[src/rtl/cpu_branch_pkg.sv]
// Shared branch-resolution types and constants: branch kinds, condition codes
// and NZCV flag bit positions.
package cpu_branch_pkg;

    typedef enum logic [1:0] {
        BR_NONE   = 2'd0,
        BR_UNCOND = 2'd1,
        BR_CBZ    = 2'd2,
        BR_COND   = 2'd3
    } br_type_e;

    localparam logic [3:0] COND_EQ = 4'b0000;
    localparam logic [3:0] COND_NE = 4'b0001;
    localparam logic [3:0] COND_HS = 4'b0010;
    localparam logic [3:0] COND_LO = 4'b0011;
    localparam logic [3:0] COND_MI = 4'b0100;
    localparam logic [3:0] COND_PL = 4'b0101;
    localparam logic [3:0] COND_VS = 4'b0110;
    localparam logic [3:0] COND_VC = 4'b0111;
    localparam logic [3:0] COND_HI = 4'b1000;
    localparam logic [3:0] COND_LS = 4'b1001;
    localparam logic [3:0] COND_GE = 4'b1010;
    localparam logic [3:0] COND_LT = 4'b1011;
    localparam logic [3:0] COND_GT = 4'b1100;
    localparam logic [3:0] COND_LE = 4'b1101;
    localparam logic [3:0] COND_AL = 4'b1110;
    localparam logic [3:0] COND_NV = 4'b1111;

    localparam int F_N = 3;
    localparam int F_Z = 2;
    localparam int F_C = 1;
    localparam int F_V = 0;

endpackage

[src/rtl/cond_eval.sv]
// Combinational condition-code evaluator: decides whether a 4-bit condition
// holds for a given NZCV flag vector.
module cond_eval
    import cpu_branch_pkg::*;
(
    input  logic [3:0] cond,
    input  logic [3:0] flags,
    output logic       cond_true
);

    logic n_s;
    logic z_s;
    logic c_s;
    logic v_s;
    logic true_s;

    assign n_s = flags[F_N];
    assign z_s = flags[F_Z];
    assign c_s = flags[F_C];
    assign v_s = flags[F_V];

    // Condition table lookup; both top encodings mean "always".
    always_comb begin
        true_s = 1'b0;
        case (cond)
            COND_EQ: true_s = z_s;
            COND_NE: true_s = ~z_s;
            COND_HS: true_s = c_s;
            COND_LO: true_s = ~c_s;
            COND_MI: true_s = n_s;
            COND_PL: true_s = ~n_s;
            COND_VS: true_s = v_s;
            COND_VC: true_s = ~v_s;
            COND_HI: true_s = c_s & ~z_s;
            COND_LS: true_s = ~c_s | z_s;
            COND_GE: true_s = (n_s == v_s);
            COND_LT: true_s = (n_s != v_s);
            COND_GT: true_s = ~z_s & (n_s == v_s);
            COND_LE: true_s = z_s | (n_s != v_s);
            COND_AL: true_s = 1'b1;
            COND_NV: true_s = 1'b1;
            default: true_s = 1'b0;
        endcase
    end

    assign cond_true = true_s;

endmodule

[src/rtl/branch_resolve.sv]
// Branch resolution: owns the NZCV register, decides branches with same-cycle
// flag bypass, and issues a registered one-cycle redirect/flush pulse.
module branch_resolve
    import cpu_branch_pkg::*;
#(
    parameter int ADDR_W = 64,
    parameter int CNT_W  = 32
) (
    input  logic              clk,
    input  logic              reset,
    input  logic              stall,
    input  logic              ex_set_flags,
    input  logic [3:0]        ex_flags,
    input  logic              br_valid,
    input  logic [1:0]        br_type,
    input  logic [3:0]        br_cond,
    input  logic              cbz_zero,
    input  logic [ADDR_W-1:0] br_pc,
    input  logic [ADDR_W-1:0] br_off,
    output logic              redirect_valid,
    output logic [ADDR_W-1:0] redirect_pc,
    output logic              flush_ifid,
    output logic [3:0]        flags_q,
    output logic [CNT_W-1:0]  taken_cnt
);

    // SHADOW covers the single wrong-path slot right after a redirect.
    localparam logic [0:0] ST_RUN    = 1'b0;
    localparam logic [0:0] ST_SHADOW = 1'b1;

    logic [0:0]        state_r;
    logic              redirect_valid_r;
    logic [ADDR_W-1:0] redirect_pc_r;
    logic              flush_ifid_r;
    logic [3:0]        flags_r;
    logic [CNT_W-1:0]  taken_cnt_r;

    logic [3:0]        eff_flags_s;
    logic              cond_true_s;
    logic              accept_s;
    logic              type_hit_s;
    logic              taken_s;
    logic [ADDR_W-1:0] target_s;

    // Bypass the flags the EX instruction is writing this very cycle.
    always_comb begin
        if (ex_set_flags) begin
            eff_flags_s = ex_flags;
        end else begin
            eff_flags_s = flags_r;
        end
    end

    cond_eval u_cond_eval (
        .cond      (br_cond),
        .flags     (eff_flags_s),
        .cond_true (cond_true_s)
    );

    // Per-type taken qualifier; BR_NONE never redirects.
    always_comb begin
        type_hit_s = 1'b0;
        case (br_type)
            BR_NONE:   type_hit_s = 1'b0;
            BR_UNCOND: type_hit_s = 1'b1;
            BR_CBZ:    type_hit_s = cbz_zero;
            BR_COND:   type_hit_s = cond_true_s;
            default:   type_hit_s = 1'b0;
        endcase
    end

    assign accept_s = (state_r == ST_RUN);
    assign taken_s  = br_valid & accept_s & type_hit_s;
    assign target_s = br_pc + br_off;

    // Sequential state: FSM, redirect outputs, flags and taken counter.
    always_ff @(posedge clk) begin
        if (reset) begin
            state_r          <= ST_RUN;
            redirect_valid_r <= 1'b0;
            redirect_pc_r    <= {ADDR_W{1'b0}};
            flush_ifid_r     <= 1'b0;
            flags_r          <= 4'b0000;
            taken_cnt_r      <= {CNT_W{1'b0}};
        end else if (!stall) begin
            // The flag writer is older than any squashed branch, so it always commits.
            if (ex_set_flags) begin
                flags_r <= ex_flags;
            end else begin
                flags_r <= flags_r;
            end
            case (state_r)
                ST_RUN: begin
                    if (taken_s) begin
                        state_r          <= ST_SHADOW;
                        redirect_valid_r <= 1'b1;
                        flush_ifid_r     <= 1'b1;
                        redirect_pc_r    <= target_s;
                        taken_cnt_r      <= taken_cnt_r + {{(CNT_W-1){1'b0}}, 1'b1};
                    end else begin
                        state_r          <= ST_RUN;
                        redirect_valid_r <= 1'b0;
                        flush_ifid_r     <= 1'b0;
                    end
                end
                ST_SHADOW: begin
                    state_r          <= ST_RUN;
                    redirect_valid_r <= 1'b0;
                    flush_ifid_r     <= 1'b0;
                end
                default: begin
                    state_r          <= ST_RUN;
                    redirect_valid_r <= 1'b0;
                    flush_ifid_r     <= 1'b0;
                end
            endcase
        end else begin
            state_r <= state_r;
        end
    end

    assign redirect_valid = redirect_valid_r;
    assign redirect_pc    = redirect_pc_r;
    assign flush_ifid     = flush_ifid_r;
    assign flags_q        = flags_r;
    assign taken_cnt      = taken_cnt_r;

endmodule

[config.mk]
export PLATFORM = sky130hd
export DESIGN_NAME = branch_resolve
export DESIGN_NICKNAME = d
export VERILOG_FILES = /design/src/rtl/cpu_branch_pkg.sv /design/src/rtl/cond_eval.sv /design/src/rtl/branch_resolve.sv
export SDC_FILE = /design/constraint.sdc
export NUM_CORES = 1
export LEC_CHECK = 0
export ABC_AREA = 1
export ABC_CLOCK_PERIOD_IN_PS = 2680
export CAP_MARGIN = 30
export CORE_MARGIN = 4
export CORE_UTILIZATION = 45
export DETAILED_ROUTE_END_ITERATION = 12
export PLACE_DENSITY = 0.73
export SETUP_SLACK_MARGIN = 0.3
export SLEW_MARGIN = 20
export SYNTH_ARGS = -nofsm -noshare
export SYNTH_HDL_FRONTEND = slang
export SYNTH_HIERARCHICAL = 1
export SYNTH_SLANG_ARGS = --single-unit
[constraint.sdc]
create_clock -name clk -period 2.68 [get_ports clk]
set_clock_uncertainty 0.1 [all_clocks]
set_input_delay 0.536 -clock clk [delete_from_list [all_inputs] [get_ports clk]]
set_output_delay 0.536 -clock clk [all_outputs]
set_load 0.1 [all_outputs]
**Sequential cells colored by netlist name**

Scale bar: 50 um. Other sequential cells in the stronger gray, the rest of the logic in the fainter gray.
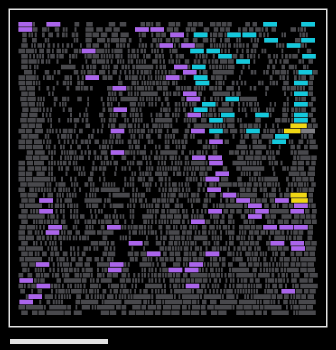
purple -> `redirect_pc`  # placed flops 64, where spread over the die
yellow -> `flags_q`  # placed flops 4, where middle right
cyan -> `taken_cnt`  # placed flops 32, where upper right

**Cells by drive strength**

Scale bar: 50 um.
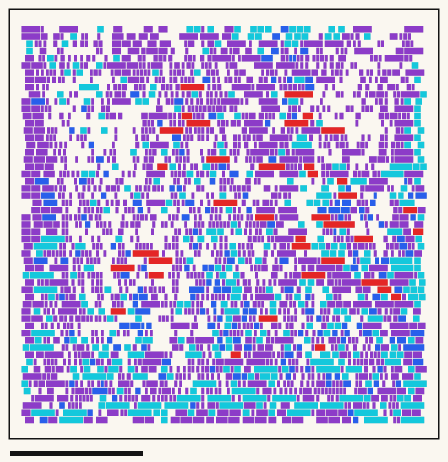
cyan -> x3 and x4  # cells 357, share 15%
red -> x6 and larger  # cells 37, share 1.6%
purple -> x1 and smaller  # cells 1,798, share 76%
blue -> x2  # cells 182, share 7.7%

**A small window of the routed layout**

Region (106, 25) to (136, 55) um. Cells in gray, sequential cells in the stronger gray; small squares are vias.
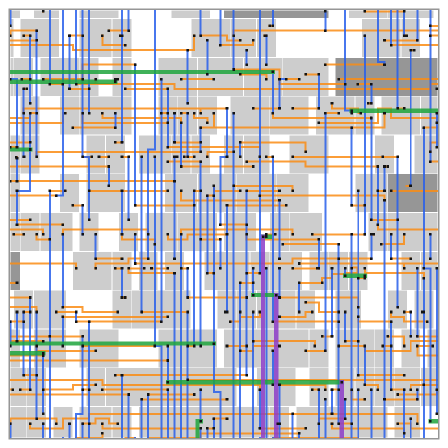
orange -> M1
green -> M3
purple -> M4
blue -> M2
cells with their middle in the window = 111
sequential cells in the window = 1
most frequent = nand2_1 (30), inv_1 (25), buf_4 (19)
netlist names of flops here include = `redirect_pc` (1)

==> impl_metrics.py <==
# Auto-generated metrics
metrics = {
    "grt": {
        "grt_pass1_vias": 12424,
        "use_met3_pct": 4.21,
        "track_usage_pct": 29.4,
        "use_met1_pct": 37.7,
        "use_met2_pct": 51.8,
        "antenna_found_initial": 0,
    },
    "setup_path": {
        "rrSetupSlack_ns": 0.20,
        "path_cells": "dlygate4sd2_1 > nand2_2 > o21ai_4 > inv_2 > nand2_2 > nand2_2 > nand2_2 > nand2_1 > nand2_1 > nor2_2 > nand4_2 > nand3b_1 > nand3_4 > clkinv_4 > buf_12 > buf_12 > o21ai_1 > o21bai_1 > inv_1",
        "critPathMostFrequentCell": "nand2_2",
        "cp_top_family": "simple AND/OR/NAND/NOR gates",
        "worstSetupStartpointType": "input pin",
        "worstSetupPathType": "in -> reg",
    },
    "layout": {
        "largest_reg_flops": 64,
        "num-multi-input-gates": 1373,
        "clk_share_pct": 2.01,
        "area_growth_pct": 54.7,
        "layout.nets": 2578,
        "layout.area.top_class": "multi-input combinational cells",
        "layout-drive-gt1-share_pct": 24.3,
        "stdcell_area_um2": 16300,
        "final_common_cell": "nand2_1",
    },
    "yosys": {
        "enable_flop_cells": 0,
        "synthTopCellsByArea": "nand2_1 (26%), dfxtp_1 (19%), inv_1 (15%)",
        "adder_share_pct": 7.80,
        "ys_sh_aoi_pct": 11.0,
        "ys.flop_type": "dfxtp_1",
        "top_area_share_pct": 26.3,
        "floorplan.nets": 2149,
        "synthXorXnorAreaFrac_pct": 3.75,
    },
    "placed_design": {
        "place_congestion": 0.986,
        "dpl_cell_area_um2": 14500,
        "dp_cells": 2655,
    },
    "clock_network": {
        "postCtsSetupRepairBufs": 8,
        "htree_levels": 3,
        "post_cts_resized": 159,
        "cts_buffer_depth": 2,
    },
    "pwr": {
        "p_seq_share_pct": 26.4,
        "p_comb_w": 0.00305,
        "vdd_ir_drop_max_mv": 0.300,
        "power.switching_w": 0.00262,
    },
    "floorplanning": {
        "initCoreUtil_pct": 46.1,
        "num_rows": 55,
        "taps": 313,
    },
    "worst_hold_path": {
        "hp-start": "redirect_pc[0]$_SDFFE_PP0P_",
        "min_path_cells": 2,
    },
    "routing": {
        "dr_wl_met2_mm": 19.7,
        "drt-met1-wl_mm": 17.9,
        "first_pass_iters": 5,
        "via_count": 13245,
    },
    "outcome": {
        "status": "complete, no violations",
    },
    "sta": {
        "finalCritPeriodShare_pct": 93.0,
    },
}
**Clock wires, drivers and flops**

Scale bar: 50 um.
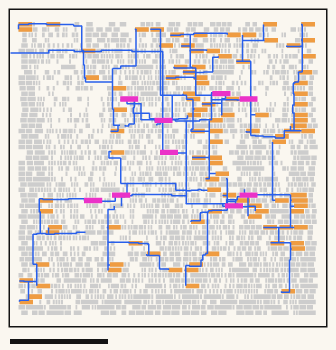
blue -> clock wires  # length 1,630 um
magenta -> clock-net drivers  # count 9
orange -> flip-flops  # count 101
flops lie = spread over the die
routed clock nets = 10
Clock net power: 0.00149 W
Clk network pwr share: 24.2%
Clk Latency, worst-skew pair: 0.36 ns

**Clock routing**

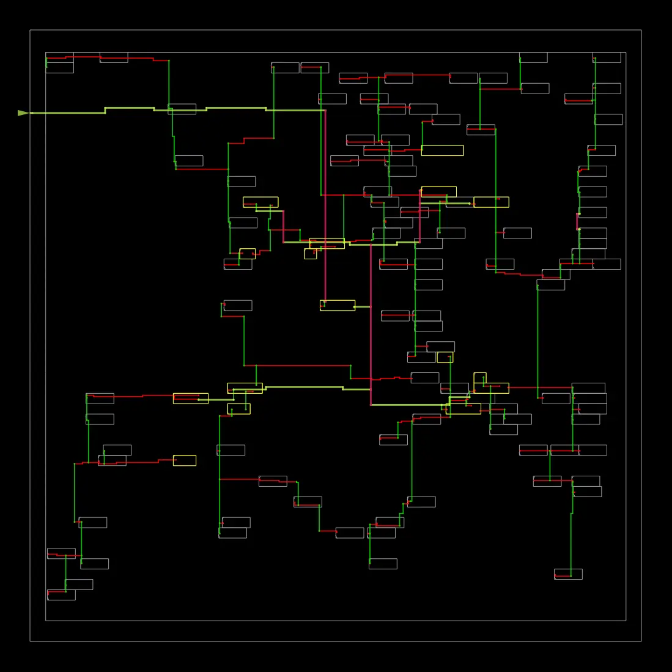
clock buf count: 9
flop count: 101
clk sink count: 101

Power figures rest on the tool's default switching activity, not on a simulated workload.
